--- src/rtl/program_step_sequencer.sv ---
// program_step_sequencer: replays a stored program of switch words into
// the processor, pressing its clock button once per entry.
module program_step_sequencer #(
   parameter int DEPTH        = 64,
   parameter int ADDR_W       = $clog2(DEPTH),
   parameter int SETUP_CYCLES = 4,
   parameter int PULSE_CYCLES = 2_500_000,
   parameter int GAP_CYCLES   = 2_500_000,
   parameter int DONE_TIMEOUT = 5_000_000
) (
   input  logic              Clock_50MHz,
   input  logic              Reset,
   input  logic              Prog_Write_En,
   input  logic [ADDR_W-1:0] Prog_Write_Addr,
   input  logic [11:0]       Prog_Write_Data,
   input  logic              Start,
   input  logic              Single_Step,
   input  logic              Step_Request,
   input  logic              Abort,
   input  logic              Proc_Done,
   output logic [9:0]        Switch_Data,
   output logic              Step_Clock,
   output logic              Busy,
   output logic              Halted,
   output logic              Error,
   output logic [ADDR_W-1:0] PC
);

   typedef enum logic [2:0] {
      S_IDLE,
      S_SETUP,
      S_PULSE_HI,
      S_PULSE_LO,
      S_WAIT_DONE,
      S_PAUSE,
      S_HALTED,
      S_ERROR
   } state_t;

   localparam int SP_MAX =
      (SETUP_CYCLES > PULSE_CYCLES) ? SETUP_CYCLES : PULSE_CYCLES;
   localparam int PH_MAX =
      (SP_MAX > GAP_CYCLES) ? SP_MAX : GAP_CYCLES;
   localparam int CNT_W = $clog2(PH_MAX + 1);
   localparam int TO_W  = $clog2(DONE_TIMEOUT + 1);

   localparam logic [CNT_W-1:0] SETUP_LAST = CNT_W'(SETUP_CYCLES - 1);
   localparam logic [CNT_W-1:0] PULSE_LAST = CNT_W'(PULSE_CYCLES - 1);
   localparam logic [CNT_W-1:0] GAP_LAST   = CNT_W'(GAP_CYCLES - 1);
   localparam logic [TO_W-1:0]  TO_LAST    = TO_W'(DONE_TIMEOUT - 1);
   localparam logic [ADDR_W-1:0] PC_LAST   = ADDR_W'(DEPTH - 1);

   state_t             state;
   logic [CNT_W-1:0]   ph_cnt;
   logic [TO_W-1:0]    to_cnt;
   logic               done_seen;
   logic               done_meta;
   logic               done_sync;

   logic [11:0]        mem [DEPTH];

   logic [ADDR_W-1:0]  pc_inc;
   logic [9:0]         word_first;
   logic [9:0]         word_cur;
   logic [9:0]         word_next;
   logic               cur_halt;
   logic               cur_expect;

   logic               wr_ok;
   logic               gap_end;
   logic               done_ok;
   logic               wait_chk;
   logic               advance;
   logic               timeout;
   logic               last_entry;

   assign pc_inc     = PC + ADDR_W'(1);
   assign word_first = mem[0][9:0];
   assign word_cur   = mem[PC][9:0];
   assign word_next  = mem[pc_inc][9:0];
   assign cur_halt   = mem[PC][11];
   assign cur_expect = mem[PC][10];

   // Program image: written only while the sequencer is not running.
   always_ff @(posedge Clock_50MHz) begin
      if (Prog_Write_En && wr_ok) begin
         mem[Prog_Write_Addr] <= Prog_Write_Data;
      end
   end

   // Bring the processor's Done LED into our clock domain.
   always_ff @(posedge Clock_50MHz or posedge Reset) begin
      if (Reset) begin
         done_meta <= 1'b0;
         done_sync <= 1'b0;
      end else begin
         done_meta <= Proc_Done;
         done_sync <= done_meta;
      end
   end

   // Decide this cycle's step-completion and timeout events.
   always_comb begin
      wr_ok      = 1'b0;
      gap_end    = 1'b0;
      done_ok    = 1'b0;
      wait_chk   = 1'b0;
      advance    = 1'b0;
      timeout    = 1'b0;
      last_entry = 1'b0;
      wr_ok      = (state == S_IDLE) || (state == S_HALTED) ||
                   (state == S_ERROR);
      gap_end    = (state == S_PULSE_LO) && (ph_cnt == GAP_LAST);
      done_ok    = done_seen || done_sync;
      wait_chk   = (state == S_WAIT_DONE) || (gap_end && cur_expect);
      advance    = (gap_end && (!cur_expect || done_ok)) ||
                   ((state == S_WAIT_DONE) && done_sync);
      timeout    = wait_chk && !done_ok && (to_cnt == TO_LAST);
      last_entry = cur_halt || (PC == PC_LAST);
   end

   // Sequencer FSM with registered button, data and status outputs.
   always_ff @(posedge Clock_50MHz or posedge Reset) begin
      if (Reset) begin
         state       <= S_IDLE;
         PC          <= '0;
         Switch_Data <= '0;
         Step_Clock  <= 1'b0;
         Busy        <= 1'b0;
         Halted      <= 1'b0;
         Error       <= 1'b0;
         ph_cnt      <= '0;
         to_cnt      <= '0;
         done_seen   <= 1'b0;
      end else if (Abort) begin
         state       <= S_IDLE;
         PC          <= '0;
         Switch_Data <= '0;
         Step_Clock  <= 1'b0;
         Busy        <= 1'b0;
         Halted      <= 1'b0;
         Error       <= 1'b0;
         ph_cnt      <= '0;
         to_cnt      <= '0;
         done_seen   <= 1'b0;
      end else if (timeout) begin
         state <= S_ERROR;
         Error <= 1'b1;
         Busy  <= 1'b0;
      end else if (advance) begin
         ph_cnt <= '0;
         if (last_entry) begin
            state  <= S_HALTED;
            Halted <= 1'b1;
            Busy   <= 1'b0;
         end else begin
            PC <= pc_inc;
            if (Single_Step) begin
               state <= S_PAUSE;
            end else begin
               state       <= S_SETUP;
               Switch_Data <= word_next;
            end
         end
      end else begin
         unique case (state)
            S_IDLE, S_HALTED, S_ERROR: begin
               if (Start) begin
                  state       <= S_SETUP;
                  PC          <= '0;
                  Switch_Data <= word_first;
                  Busy        <= 1'b1;
                  Halted      <= 1'b0;
                  Error       <= 1'b0;
                  ph_cnt      <= '0;
               end
            end
            S_SETUP: begin
               if (ph_cnt == SETUP_LAST) begin
                  state      <= S_PULSE_HI;
                  Step_Clock <= 1'b1;
                  ph_cnt     <= '0;
               end else begin
                  ph_cnt <= ph_cnt + CNT_W'(1);
               end
            end
            S_PULSE_HI: begin
               if (ph_cnt == PULSE_LAST) begin
                  state      <= S_PULSE_LO;
                  Step_Clock <= 1'b0;
                  ph_cnt     <= '0;
                  to_cnt     <= '0;
                  done_seen  <= 1'b0;
               end else begin
                  ph_cnt <= ph_cnt + CNT_W'(1);
               end
            end
            S_PULSE_LO: begin
               ph_cnt <= ph_cnt + CNT_W'(1);
               to_cnt <= to_cnt + TO_W'(1);
               if (done_sync) begin
                  done_seen <= 1'b1;
               end
               if (gap_end) begin
                  state <= S_WAIT_DONE;
               end
            end
            S_WAIT_DONE: begin
               to_cnt <= to_cnt + TO_W'(1);
            end
            S_PAUSE: begin
               if (Step_Request) begin
                  state       <= S_SETUP;
                  Switch_Data <= word_cur;
                  ph_cnt      <= '0;
               end
            end
            default: begin
               state <= S_IDLE;
            end
         endcase
      end
   end

endmodule

--- config.mk ---
export PLATFORM = sky130hd
export DESIGN_NAME = program_step_sequencer
export DESIGN_NICKNAME = d
export VERILOG_FILES = /design/src/rtl/program_step_sequencer.sv
export SDC_FILE = /design/constraint.sdc
export NUM_CORES = 1
export LEC_CHECK = 0
export CAP_MARGIN = 20
export CORE_ASPECT_RATIO = 0.6
export CORE_MARGIN = 5
export CORE_UTILIZATION = 56
export DETAILED_ROUTE_END_ITERATION = 10
export PLACE_DENSITY = 0.75
export SLEW_MARGIN = 25
export SYNTH_ARGS = -nofsm -noshare
export SYNTH_HDL_FRONTEND = slang
export SYNTH_SLANG_ARGS = --single-unit
--- constraint.sdc ---
create_clock -name Clock_50MHz -period 4.75 [get_ports Clock_50MHz]
set_clock_uncertainty 0.15 [all_clocks]
set_input_delay 0.95 -clock Clock_50MHz [delete_from_list [all_inputs] [get_ports Clock_50MHz]]
set_output_delay 0.95 -clock Clock_50MHz [all_outputs]
set_load 0.1 [all_outputs]
Fig. 1: run 1, selected gate families
The bar under the picture is 100 um long.
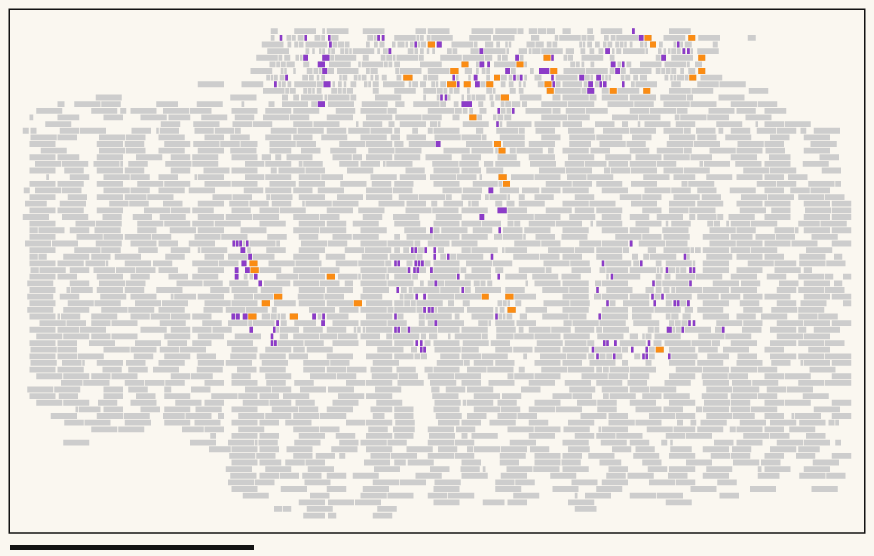
[purple] nor cells | cells: 157
[orange] non-inverting ao/oa cells | cells: 39
multi-input logic portion of the cell area: 30.7%
most common library cell in the layout ignoring fill and taps: sky130_fd_sc_hd__edfxtp_1
final std cells w/o fill: 3,060

Fig. 2: run 1, routed clock nets over the placement
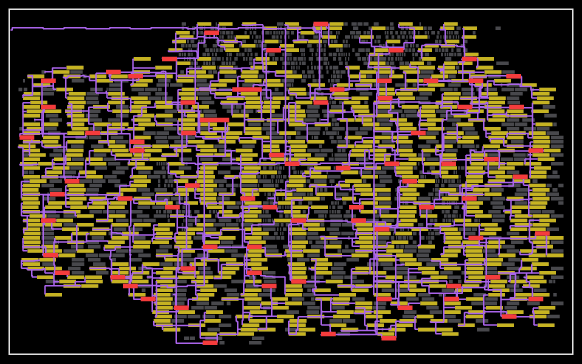
[purple] clock wires | length: 9,540 um
[yellow] flip-flops | count: 839
[red] clock-net drivers | count: 77
flops lie: spread over the die
Clock net power: 5.93 mW
latest clock arrival within the worst-skew pair: 0.64 ns

Fig. 3: run 1, congestion heat map
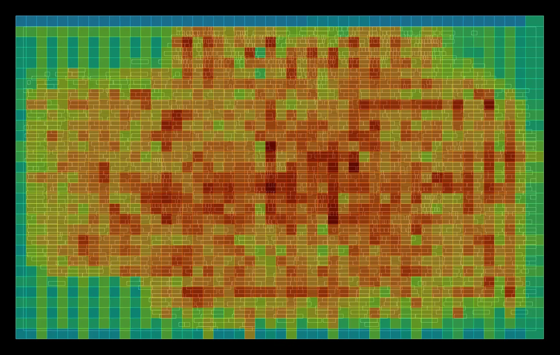
average detailed-routed wire length per instance: 35.1 um
utilization after layout: 63.0%

Fig. 4: run 1, local utilization
35 x 21 tiles, from dark blue (low) to red (high), 0 to 100% covered.
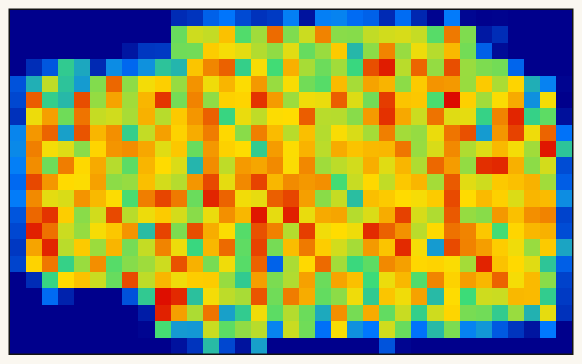
fullest tile: 99%
tiles over 75% full: 35%
nearly empty tiles: 14%
mean over tiles: 56%
fp_density: 56.8%
floorplan core area: 68,400 sq um

==> results.py, run 1 <==
# Synthesis and PnR figures
metrics = {
    "power": {
        "pg_seq_mw": 8.23,
        "seq_power_share_pct": 54.9,
        "switching_portion_of_total_power_pct": 22.5,
        "top_power_group": "registers",
    },
    "synth": {
        "yosys_most_used_dff": "sky130_fd_sc_hd__edfxtp_1",
        "synth.top_cell.area_share_pct": 59.3,
        "topCellsByArea": "sky130_fd_sc_hd__edfxtp_1, sky130_fd_sc_hd__mux4_2, sky130_fd_sc_hd__dfrtp_1",
        "ys_ff": 839,
        "postSynthAreaPerCell_sq_um": 19.6,
        "syn-instance-count": 1986,
        "synth_adder_area_share_pct": 0.0966,
    },
    "sta": {
        "total_negative_slack_ns": 0,
        "tightestPinTransition_ns": 1.07,
        "final_critical_path_setup_slack_ns": 0.478,
        "hold_ws_ns": 0.220,
        "setup_viol": 0,
        "timing.slew.headroom_pct": 28.4,
        "timing.final.max_slew_violations": 0,
    },
    "layout": {
        "seq_cell_count": 839,
        "regs_by_ff_count": "mem: 768 flops, to_cnt: 23 flops, ph_cnt: 22 flops",
        "largest_reg_flops": 768,
        "clk_share_pct": 5.45,
        "final_layout_size_suffix_gt1_share_pct": 33.2,
        "area_dominant_class": "sequential cells",
        "fin_area_sq_um": 43100,
        "finish.net_count": 2118,
        "layout-area-overhead-vs-synth_pct": 10.9,
        "most-common-layout-cells": "sky130_fd_sc_hd__edfxtp_1, sky130_fd_sc_hd__mux4_2, sky130_fd_sc_hd__buf_4, sky130_fd_sc_hd__nor2_1, sky130_fd_sc_hd__clkbuf_16",
    },
    "grt": {
        "track_usage_pct": 28.8,
        "grt_pass1_vias": 21674,
        "maximum_number_of_pins_on_one_net_before_global_route_repair": 65,
    },
    "flow_run": {
        "max_capacitance_violation_total": 0,
    },
    "die": {
        "boundaryPins": 46,
        "fp.dieW_um": 350,
        "die_area_sq_um": 74900,
    },
    "clock_network": {
        "tritoncts": "done",
        "cts.reportedPaths.clkPinSlew_ns": 0.07,
        "clock-sinks": 839,
        "cts-hold-fix-buffers": 0,
    },
    "setup_path": {
        "critPathLaunchType": "flop",
        "setup.reg_to_reg.worst_slack_ns": 0.49,
        "critical_path_launch_point": "PC[0]",
    },
    "detailed_routing": {
        "drt_iter0_drc": 3432,
    },
    "placement": {
        "dpl.hpwl_um": 69400,
        "postPlaceCellArea_sq_um": 40700,
    },
    "status": {
        "status": "finished clean",
    },
    "hold_path": {
        "hp-class": "flop to flop",
    },
}
[run 1: cell usage after synthesis, types with 9 or more instances]
library cell	number
sky130_fd_sc_hd__a21oi_1	34
sky130_fd_sc_hd__a221o_1	11
sky130_fd_sc_hd__a22o_1	14
sky130_fd_sc_hd__a31oi_1	21
sky130_fd_sc_hd__and2_1	9
sky130_fd_sc_hd__buf_1	18
sky130_fd_sc_hd__buf_2	39
sky130_fd_sc_hd__buf_4	16
sky130_fd_sc_hd__buf_6	16
sky130_fd_sc_hd__clkbuf_1	48
sky130_fd_sc_hd__dfrtp_1	71
sky130_fd_sc_hd__edfxtp_1	768
sky130_fd_sc_hd__inv_1	25
sky130_fd_sc_hd__mux2_2	12
sky130_fd_sc_hd__mux2i_1	17
sky130_fd_sc_hd__mux4_2	441
sky130_fd_sc_hd__nand2_1	67
sky130_fd_sc_hd__nand2b_1	14
sky130_fd_sc_hd__nand3_1	37
sky130_fd_sc_hd__nand4_1	9
sky130_fd_sc_hd__nor2_1	114
sky130_fd_sc_hd__nor3_1	14
sky130_fd_sc_hd__nor4_1	14
sky130_fd_sc_hd__o21ai_0	17
sky130_fd_sc_hd__or4_1	16
[run 1: routing by layer]
metal  up-vias  wire length [um]  track usage (%)
met5         -                13                0
li1       8699                 -                -
met1     11836             40400             44.0
met3       178             18600             11.7
met4         2              2400             6.37
met2      1746             46200             39.6
[run 1: critical path, stage by stage, from the launching register on]
cell	delay [ns]
sky130_fd_sc_hd__dfrtp_4	0.93
sky130_fd_sc_hd__buf_12	0.32
sky130_fd_sc_hd__clkdlybuf4s50_1	1.22
[run 1: kinds of logic after synthesis]
kind of cell	after synthesis
flops	839
mux	470
simple gates	346
buf+inv	162
compound gates	157
xor+xnor	9
fa+ha+maj	3
--- run 2 (diff from run 1) ---
--- a/config.mk
+++ b/config.mk
@@ -5,7 +5,7 @@
 export SDC_FILE = /design/constraint.sdc
 export NUM_CORES = 1
 export LEC_CHECK = 0
-export CAP_MARGIN = 20
+export CAP_MARGIN = 15
 export CORE_ASPECT_RATIO = 0.6
 export CORE_MARGIN = 5
 export CORE_UTILIZATION = 56
==> constraint.sdc (replaced) <==
create_clock -name Clock_50MHz -period 4.75 [get_ports Clock_50MHz]
set_clock_uncertainty 0.15 [all_clocks]
set_input_delay 0.95 -clock Clock_50MHz [delete_from_list [all_inputs] [get_ports Clock_50MHz]]
set_output_delay 0.95 -clock Clock_50MHz [all_outputs]
set_load 0.05 [all_outputs]
Fig. 5: run 2, routed clock nets over the placement
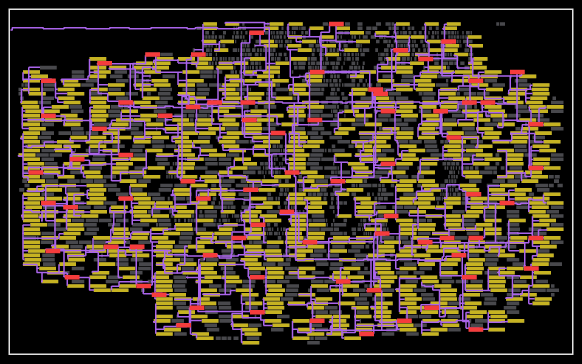
[purple] clock wires | length: 9,320 um
[red] clock-net drivers | count: 76
[yellow] flip-flops | count: 839
routed clock nets: 77
flops lie: spread over the die
Clock net power: 6.25 mW
portion of total power attributed to the clock network: 41.1%

==> run 2 against run 1 <==
Effect of this change: die size unchanged; global-route usage about the same; core utilization grew 0.41 points; via count is essentially flat; wire length is 0.35% lower; maximum frequency fell by 1.5%; synthesized cell count unchanged; clock power is 5.4% higher; critical path depth rose by 7; area after synthesis unchanged.
==> results.py, run 2 <==
# Synthesis and PnR figures
metrics = {
    "setup_path": {
        "critical_path.max_stage_delay_ns": 0.97,
        "critical_path.most_common_cell": "sky130_fd_sc_hd__nand3_1",
        "critical_path_launch_point": "PC[0]",
        "worstPathCellList": "buf_12, mux2_2, a22oi_1, nand3_1, a31o_2, nand3_1, a211oi_1, nor2_1, a31oi_1",
        "crit_family": "simple AND/OR/NAND/NOR gates",
        "setup.reg_to_reg.worst_slack_ns": 0.41,
    },
    "die": {
        "floorplan.core_util_pct": 56.8,
        "boundaryPins": 46,
        "die_area_sq_um": 74900,
        "fp.dieW_um": 350,
    },
    "grt": {
        "fraction_of_met1_tracks_used_by_global_routing_pct": 43.9,
        "grt.busiest_layer": "met1",
        "use_met3_pct": 11.6,
        "track_usage_pct": 28.9,
    },
    "flow_run": {
        "max_capacitance_violation_total": 0,
    },
    "clock_network": {
        "tritoncts": "done",
        "cts-hold-fix-buffers": 0,
    },
    "synth": {
        "ys_ff": 839,
        "yosys_most_used_dff": "sky130_fd_sc_hd__edfxtp_1",
        "topCellsByArea": "sky130_fd_sc_hd__edfxtp_1, sky130_fd_sc_hd__mux4_2, sky130_fd_sc_hd__dfrtp_1",
        "ys_top_cells_by_count": "sky130_fd_sc_hd__edfxtp_1, sky130_fd_sc_hd__mux4_2, sky130_fd_sc_hd__nor2_1",
        "syn-instance-count": 1986,
    },
    "sta": {
        "hold_ws_ns": 0.216,
        "total_negative_slack_ns": 0,
        "timing.final.max_slew_violations": 0,
        "setup_viol": 0,
        "tightestPinTransition_ns": 0.883,
    },
    "detailed_routing": {
        "wl_met2_um": 47000,
        "drt_iter0_drc": 3759,
        "routedWlPerCell_um": 34.9,
    },
    "power": {
        "switching_portion_of_total_power_pct": 21.9,
    },
    "layout": {
        "final_layout_size_suffix_gt1_share_pct": 33.8,
        "layout.core_utilization_pct": 63.4,
        "largest_reg_flops": 768,
        "most-common-layout-cells": "sky130_fd_sc_hd__edfxtp_1, sky130_fd_sc_hd__mux4_2, sky130_fd_sc_hd__buf_4, sky130_fd_sc_hd__nor2_1, sky130_fd_sc_hd__clkbuf_16",
    },
    "status": {
        "status": "finished clean",
    },
}
Fig. 6: run 2, selected gate families
The bar under the picture is 100 um long.
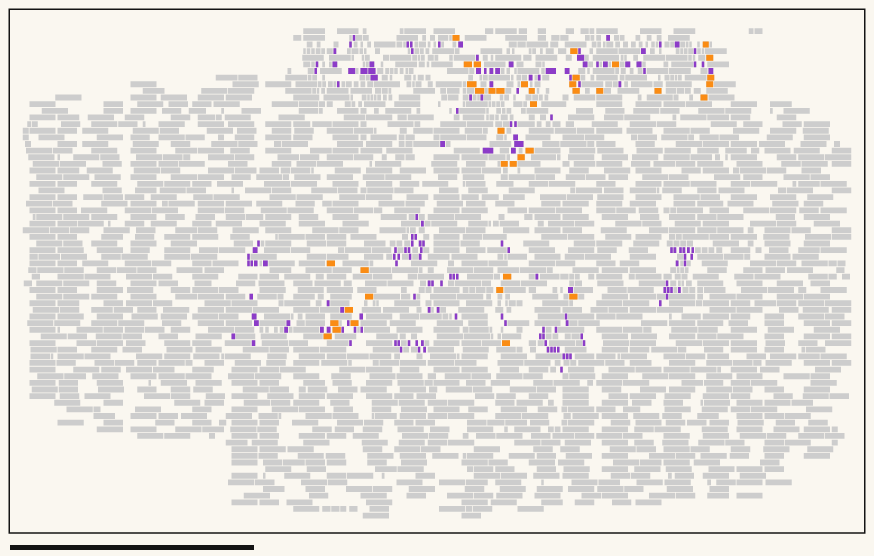
[orange] non-inverting ao/oa cells | cells: 39
[purple] nor cells | cells: 157
multi-input logic portion of the cell area: 30.5%
final std cells w/o fill: 3,069

==> run 2: how the worst max path moves through the flow <==
stage,end,slack (ns),cells past startpoint
2_1_floorplan,Switch_Data[9],0.85,8
3_3_place_gp,ph_cnt[19],0.61,9
3_5_place_dp,ph_cnt[15],0.52,9
4_1_cts,ph_cnt[6],0.48,9
5_1_grt,ph_cnt[6],0.14,9
6_report,ph_cnt[6],0.41,9
==> run 2: power groups by stage <==
| stage | Combinational [mW] | Clock (mW) | Sequential (mW) |
|---|---|---|---|
| 6_report | 0.744 | 6.25 | 8.23 |
| 3_5_place_dp | 0.724 | 0 | 8.38 |
| 3_3_place_gp | 0.702 | 0 | 8.38 |
| 2_1_floorplan | 0.364 | 0 | 8.40 |
| 5_1_grt | 0.792 | 6.67 | 8.23 |
| 4_1_cts | 0.729 | 6.31 | 8.23 |
==> run 2: cells by family (layout without fill, tap and decap cells) <==
family	after synthesis	after routing	share of synthesized area [%]
buffers and inverters	162	333	2.15
adders and majority gates	3	3	0.0966
muxes	470	470	26.3
AOI/OAI and AO/OA	157	157	2.85
DFF	839	839	63.9
xor gates and xnor gates	9	9	0.203
and+or+nand+nor	346	346	4.43
==> run 2: per-stage QoR <==
| step | setup WS (ns) | total power [mW] | area [sq um] |
|---|---|---|---|
| floorplan | 0.848 | 8.76 | 38900 |
| global placement | 0.608 | 9.08 | 40800 |
| detailed placement | 0.525 | 9.11 | 40900 |
| CTS | 0.484 | 15.3 | 43300 |
| global route | 0.139 | 15.7 | 43400 |
| finish | 0.412 | 15.2 | 43400 |
==> run 2: layout make-up <==
class / count / area share (%)
timing repair buffer: 168 / 3.58
tap: 912 / 2.63
clock buffer: 93 / 4.58
sequential: 839 / 57.3
clock inverter: 47 / 1.15
multi-input combinational: 985 / 30.5
inverter: 25 / 0.222
Power and IR drop assume default switching activity.
